File: config.mk
export PLATFORM = sky130hd
export DESIGN_NAME = data_capture_rx
export DESIGN_NICKNAME = d
export VERILOG_FILES = /design/src/rtl/data_capture_pkg.sv /design/src/rtl/data_capture_rx_sync_fifo.sv /design/src/rtl/data_capture_rx.sv
export SDC_FILE = /design/constraint.sdc
export NUM_CORES = 1
export LEC_CHECK = 0
export ABC_AREA = 1
export CORE_ASPECT_RATIO = 0.75
export CORE_MARGIN = 2
export CORE_UTILIZATION = 34
export CTS_CLUSTER_SIZE = 14
export DETAILED_ROUTE_END_ITERATION = 10
export PLACE_DENSITY = 0.6
export SYNTH_ARGS = -nofsm -noshare
export SYNTH_HDL_FRONTEND = slang
export SYNTH_SLANG_ARGS = --single-unit
export TNS_END_PERCENT = 100
File: constraint.sdc
create_clock -name clk -period 2.4 [get_ports clk]
set_clock_uncertainty 0.05 [all_clocks]
set_input_delay 0.36 -clock clk [delete_from_list [all_inputs] [get_ports clk]]
set_output_delay 0.36 -clock clk [all_outputs]
set_load 0.03 [all_outputs]
File: src/rtl/data_capture_pkg.sv
// Shared types and defaults for the req/ack capture receiver and its output FIFO.
package data_capture_pkg;

  typedef enum logic [1:0] {
    IDLE    = 2'd0,
    CAPTURE = 2'd1,
    ACK     = 2'd2
  } rx_state_e;

  localparam int DEF_DATA_W      = 8;
  localparam int DEF_FIFO_DEPTH  = 4;
  localparam int DEF_TIMEOUT_CYC = 1024;
  localparam int DEF_CNT_W       = 16;

  // Pointer width including the extra wrap bit used to tell full from empty.
  function automatic int ptr_w(input int depth);
    return $clog2(depth) + 1;
  endfunction

endpackage

File: src/rtl/data_capture_rx_sync_fifo.sv
// Single-clock FIFO with wrap-bit pointers; head word is read straight from storage.
module sync_fifo
  import data_capture_pkg::*;
#(
  parameter int DATA_W = DEF_DATA_W,
  parameter int DEPTH  = DEF_FIFO_DEPTH
) (
  input  logic                     clk,
  input  logic                     rst,
  input  logic                     push,
  input  logic [DATA_W-1:0]        wr_data,
  input  logic                     pop,
  output logic [DATA_W-1:0]        rd_data,
  output logic                     empty,
  output logic [ptr_w(DEPTH)-1:0]  count
);

  localparam int PW = ptr_w(DEPTH);
  localparam int AW = PW - 1;

  logic [PW-1:0]     wr_ptr;
  logic [PW-1:0]     rd_ptr;
  logic [DATA_W-1:0] mem [DEPTH];
  logic              full;
  logic              push_ok;
  logic              pop_ok;

  assign empty   = (wr_ptr == rd_ptr);
  assign full    = (wr_ptr[PW-1] != rd_ptr[PW-1]) && (wr_ptr[AW-1:0] == rd_ptr[AW-1:0]);
  assign count   = wr_ptr - rd_ptr;
  assign push_ok = push && !full;
  assign pop_ok  = pop && !empty;
  assign rd_data = mem[rd_ptr[AW-1:0]];

  always_ff @(posedge clk) begin
    if (rst) begin
      wr_ptr <= '0;
      rd_ptr <= '0;
    end else begin
      if (push_ok) wr_ptr <= wr_ptr + 1'b1;
      if (pop_ok)  rd_ptr <= rd_ptr + 1'b1;
    end
  end

  // Storage carries data only, so it is left out of reset.
  always_ff @(posedge clk) begin
    if (push_ok) mem[wr_ptr[AW-1:0]] <= wr_data;
  end

endmodule

File: src/rtl/data_capture_rx.sv
// Receive side of a 4-phase req/ack CDC handshake: captures data_in into a FIFO and acks.
module data_capture_rx
  import data_capture_pkg::*;
#(
  parameter int DATA_W      = DEF_DATA_W,
  parameter int FIFO_DEPTH  = DEF_FIFO_DEPTH,
  parameter int TIMEOUT_CYC = DEF_TIMEOUT_CYC,
  parameter int CNT_W       = DEF_CNT_W
) (
  input  logic              clk,
  input  logic              rst,
  input  logic              data_av_sync,
  input  logic [DATA_W-1:0] data_in,
  output logic              data_ack,
  output logic              out_valid,
  output logic [DATA_W-1:0] out_data,
  input  logic              out_ready,
  output logic [CNT_W-1:0]  capture_cnt,
  output logic              err_timeout
);

  localparam int            PW       = ptr_w(FIFO_DEPTH);
  localparam int            TW       = $clog2(TIMEOUT_CYC);
  localparam logic [PW-1:0] DEPTH_V  = PW'(FIFO_DEPTH);
  localparam logic [TW-1:0] TMO_LAST = TW'(TIMEOUT_CYC - 1);

  rx_state_e     state;
  rx_state_e     state_nxt;
  logic [TW-1:0] tmo_cnt;
  logic [PW-1:0] fifo_count;
  logic          fifo_empty;
  logic          push;

  assign push      = (state == CAPTURE);
  assign out_valid = !fifo_empty;

  // data_in is sampled one cycle after req is seen, giving the async bus time to settle.
  sync_fifo #(
    .DATA_W (DATA_W),
    .DEPTH  (FIFO_DEPTH)
  ) u_fifo (
    .clk     (clk),
    .rst     (rst),
    .push    (push),
    .wr_data (data_in),
    .pop     (out_ready),
    .rd_data (out_data),
    .empty   (fifo_empty),
    .count   (fifo_count)
  );

  always_comb begin
    state_nxt = state;
    case (state)
      IDLE:    if (data_av_sync && (fifo_count < DEPTH_V)) state_nxt = CAPTURE;
      CAPTURE: state_nxt = ACK;
      ACK:     if (!data_av_sync) state_nxt = IDLE;
      default: state_nxt = IDLE;
    endcase
  end

  always_ff @(posedge clk) begin
    if (rst) begin
      state       <= IDLE;
      data_ack    <= 1'b0;
      capture_cnt <= '0;
      tmo_cnt     <= '0;
      err_timeout <= 1'b0;
    end else begin
      state    <= state_nxt;
      data_ack <= (state_nxt == ACK);
      if (push) capture_cnt <= capture_cnt + 1'b1;
      // Counter holds at its last value once the sticky error has fired.
      if ((state == ACK) && data_av_sync) begin
        if (tmo_cnt == TMO_LAST) err_timeout <= 1'b1;
        else                     tmo_cnt     <= tmo_cnt + 1'b1;
      end else begin
        tmo_cnt <= '0;
      end
    end
  end

endmodule

density.png
(2 px per um) The die is cut into 11 by 9 equal tiles; white is low, dark blue is high, 0 to 100% covered.
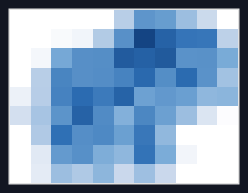
- tiles over 75% full: 10%
- fullest tile: 92%
- nearly empty tiles: 22%
- emptiest ninth of the die: lower right
- mean over tiles: 39%
Core Box Area: 8930 um2
share of the core filled with cells in the final layout: 44.7%
core utilization before placement: 34.5%

clock_map.png
(4 px per um)
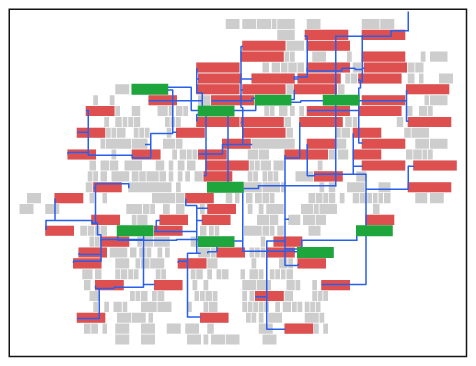
- clock wires: blue (length 896 um)
- flip-flops: red (count 70)
- cells driving clock nets: green (count 9)
- routed clock nets: 10
total clock network power: 1.44 mW
Worst-Skew Late Latency: 0.32 ns
power share of the clock group: 46.4%

metal_stack.png
(4 px per um) Two of the layers only.
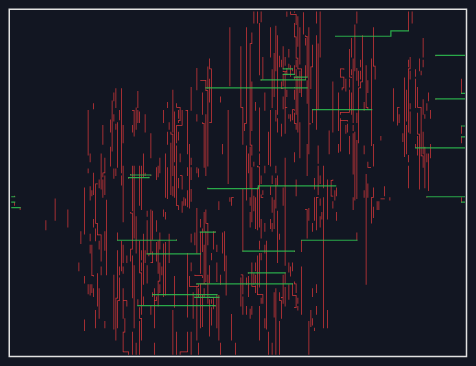
- met2: red (wire length 2910 um)
- met3: green (wire length 297 um)
Detailed Route WL: 6400 um
post-detailed-route wirelength per cell: 12.6 um
gr usage total: 13.9%
detailed-route via count: 2385

final_congestion.png
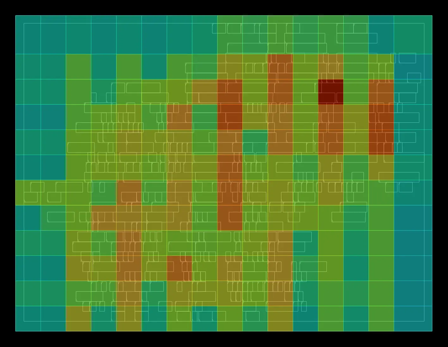
global-route met3 utilization: 4.90%
most crowded layer after global routing: met2

pdn.png
(4 px per um) Pins as bars on the die edge.
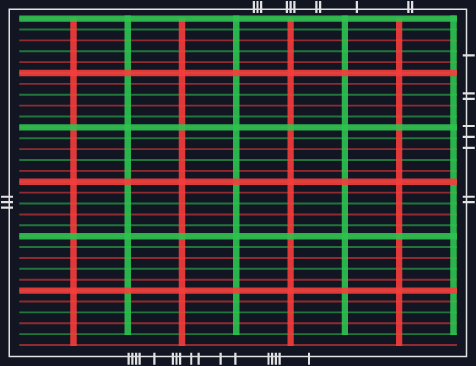
- VSS: red
- VDD: green
- met5 straps: 6
- signal pins: 39
- rows: 30
- met1 rails: 31
- met4 straps: 8
floorplan die width: 114 um
worst ir drop on vdd: 0.331 mV

==> out/qor.txt <==
Outcome: completed
Clock buffer count from CTS: 9
Cell-by-cell trace of the critical path: inv_1 -> ha_1 -> nand3_1 -> dlygate4sd2_1
Count of synthesis-stage warnings from yosys: 0
Clock tree from TritonCTS: built
Highest achievable clock rate: 0.463 GHz
Cell with the largest stage delay on the worst path: sky130_fd_sc_hd__dlygate4sd2_1
Total of buffers placed on input and output ports: 38
Hold Slack: 0.430 ns
Drt initial violations: 159
Setup violation total in the final timing report: 0
Pre-CTS worst setup slack: 0.294 ns
Worst hold path class: flop to flop
Flop-to-flop setup slack: 0.65 ns
Number of max-cap violations: 0
Period Utilization, post-route: 90.0%
Number of warning messages in the logs: 29
Drc violations: 0
Cts hold-fix bufs: 0
Number of top-level pins: 39
Crit. End Element: primary output
Global-route wire length before repair: 10600 um
Root buffer cell: sky130_fd_sc_hd__clkbuf_16
Final hold violations: 0
# fillers: 861
RSZ-0062 raised after global routing: no
Floorplan Nets: 358
Flops out of synthesis: 70
Yosys cell count: 337
Post-layout instance count excluding filler cells: 506
Number of global-route vias before repair: 2262
Count of distinct cell types in the synthesized netlist: 30
Required time worst endpoint: 1.99 ns
Antenna diode count: 0
Crit start category: flop
Leakage dissipation: 1.60 nW
Pins over their slew limit: 0
Yosys stat area: 3080 um2
Final antenna-violating net count: 0
Layout overhead on the synthesized area: 29.5%
Detailed placer's ending HPWL: 4380 um
Power per Cell Area: 778 nW/um2
CTS Buffer Depth: 2
Remaining Overflow, GRT: 0
Clock slew at reported path FFs: 0.06 ns
Critical path type: flop to primary output
Gate family responsible for the most delay along the worst path: buffers and inverters
Register share after synthesis: 55.8%
Via-per-instance ratio: 4.71
Detailed-routing iteration count for the pre-antenna-repair pass: 4
Die area: 9850 um2
Placed Instances: 490
Net count, final: 410
Fraction of final layout cells sized beyond drive strength 1: 11.2%
Summed instance area of the synthesized netlist: 3080 um2
Max_slew headroom: 73.9%
Highest cell delay on the worst timing path: 0.43 ns
Min setup slack post-route: 0.240 ns
Largest net degree at the start of global routing: 17
Actual transition at the worst max-transition pin: 0.388 ns
Setup_tns: 0 ns
Syn_area_per_cell: 9.15 um2
Clock Sink Count: 70
Crit path time final: 2.16 ns
Biggest fanout along the worst timing path: 6
Placer congestion estimate: 0.745
# rows: 30
Post-Synthesis Cells: 337
Antenna violations before repair: 0
Number of buffer and inverter instances along the worst setup path: 2
Placement Cell Area: 3640 um2
Final Power: 3.11 mW
Area of all placed cells without fillers: 3990 um2
Arrival time at the worst endpoint: 1.75 ns
Max H-tree Level: 3
==> Yosys cell counts, drive strengths merged <==
master	number	area (um2)
a21oi	18	90.1
a31oi	2	12.5
buf	1	3.75
clkbuf	3	11.3
dfxtp	38	761
edfxtp	32	961
ha	9	113
inv	43	161
nand2	59	229
nand3	24	153
nand3b	1	7.51
nand4	10	68.8
nor2	49	211
nor3	4	31.3
o21a	2	15.0
o21ai	23	115
o21bai	2	15.0
o22ai	8	50.1
or2	2	12.5
xnor2	3	26.3
xor2	4	35.0
==> routing by layer <==
metal | part of all wire [%] | GRT usage [%] | vias up
met2 | 45 | 21.5 | 51
met5 | 0 | 0 | -
met1 | 49 | 18.3 | 1095
li1 | - | - | 1237
met4 | 0.58 | 4.43 | 0
met3 | 4.6 | 4.90 | 2
==> what timing repair did <==
action                     in CTS  in global routing
resized                         2                  8
buffers inserted                0                  0
cloned                          0                  0
setup endpoints to repair       2                  8
pin swaps                       0                  0
==> sequential cells by signal, indices dropped and copies added, names as in the netlist, named ones only <==
name,count
state,2
u_fifo.wr_ptr,3
data_ack,1
err_timeout,1
capture_cnt,16
u_fifo.rd_ptr,3
u_fifo.mem,32
tmo_cnt,10
==> cell families after synthesis <==
family | after synthesis | synth area share (%)
buf+inv | 47 | 5.72
compound gates | 55 | 9.66
xor+xnor | 7 | 1.99
simple gates | 149 | 23.1
fa+ha+maj | 9 | 3.65
flops | 70 | 55.8
==> cell type report <==
| cell class | count | area (um2) | share of cell area, % |
|---|---|---|---|
| sequential | 70 | 1720 | 43.1 |
| multi-input combinational | 220 | 1180 | 29.7 |
| timing repair buffer | 45 | 452 | 11.3 |
| clock buffer | 9 | 225 | 5.64 |
| inverter | 43 | 165 | 4.14 |
| tap | 112 | 140 | 3.51 |
| clock inverter | 7 | 105 | 2.63 |
==> cell usage in the layout (no fill, tap or decap), drive strengths merged <==
cell	instances
xnor2	3
ha	9
nor2	49
nor3	4
xor2	4
edfxtp	32
a21oi	18
nand4	10
o21ai	23
buf	7
clkdlybuf4s50	29
nand3	24
clkinv	1
dlygate4sd2	1
nand2	59
dlymetal6s2s	8
or2	2
bufinv	2
a31oi	2
o21bai	2
inv	45
dfxtp	38
clkinvlp	2
o21a	2
o22ai	8
nand3b	1
clkbuf	9
==> worst reg2reg max path, delay by kind of cell (launching register included) <==
kind          cells  cell delay (ns)
flops             1             0.39
buf+inv           2             0.31
fa+ha+maj         1             0.30
simple gates      3             0.41
==> power breakdown <==
part / switching (mW) / internal, mW / total, mW / leakage [nW]
clock: 0.517 / 0.925 / 1.44 / 0.159
combinational: 0.224 / 0.133 / 0.357 / 0.847
sequential: 0.0257 / 1.28 / 1.31 / 0.597
total: 0.766 / 2.34 / 3.11 / 1.60
==> worst paths after layout <==
kind                                       start                to  cells after the start
worst min register to register       err_timeout       err_timeout                      2
worst min-delay path                 err_timeout       err_timeout                      2
worst max-delay path            u_fifo.wr_ptr[0]         out_valid                      4
worst max register to register  u_fifo.wr_ptr[0]  u_fifo.mem[3][0]                      6
Power and IR drop assume default switching activity.
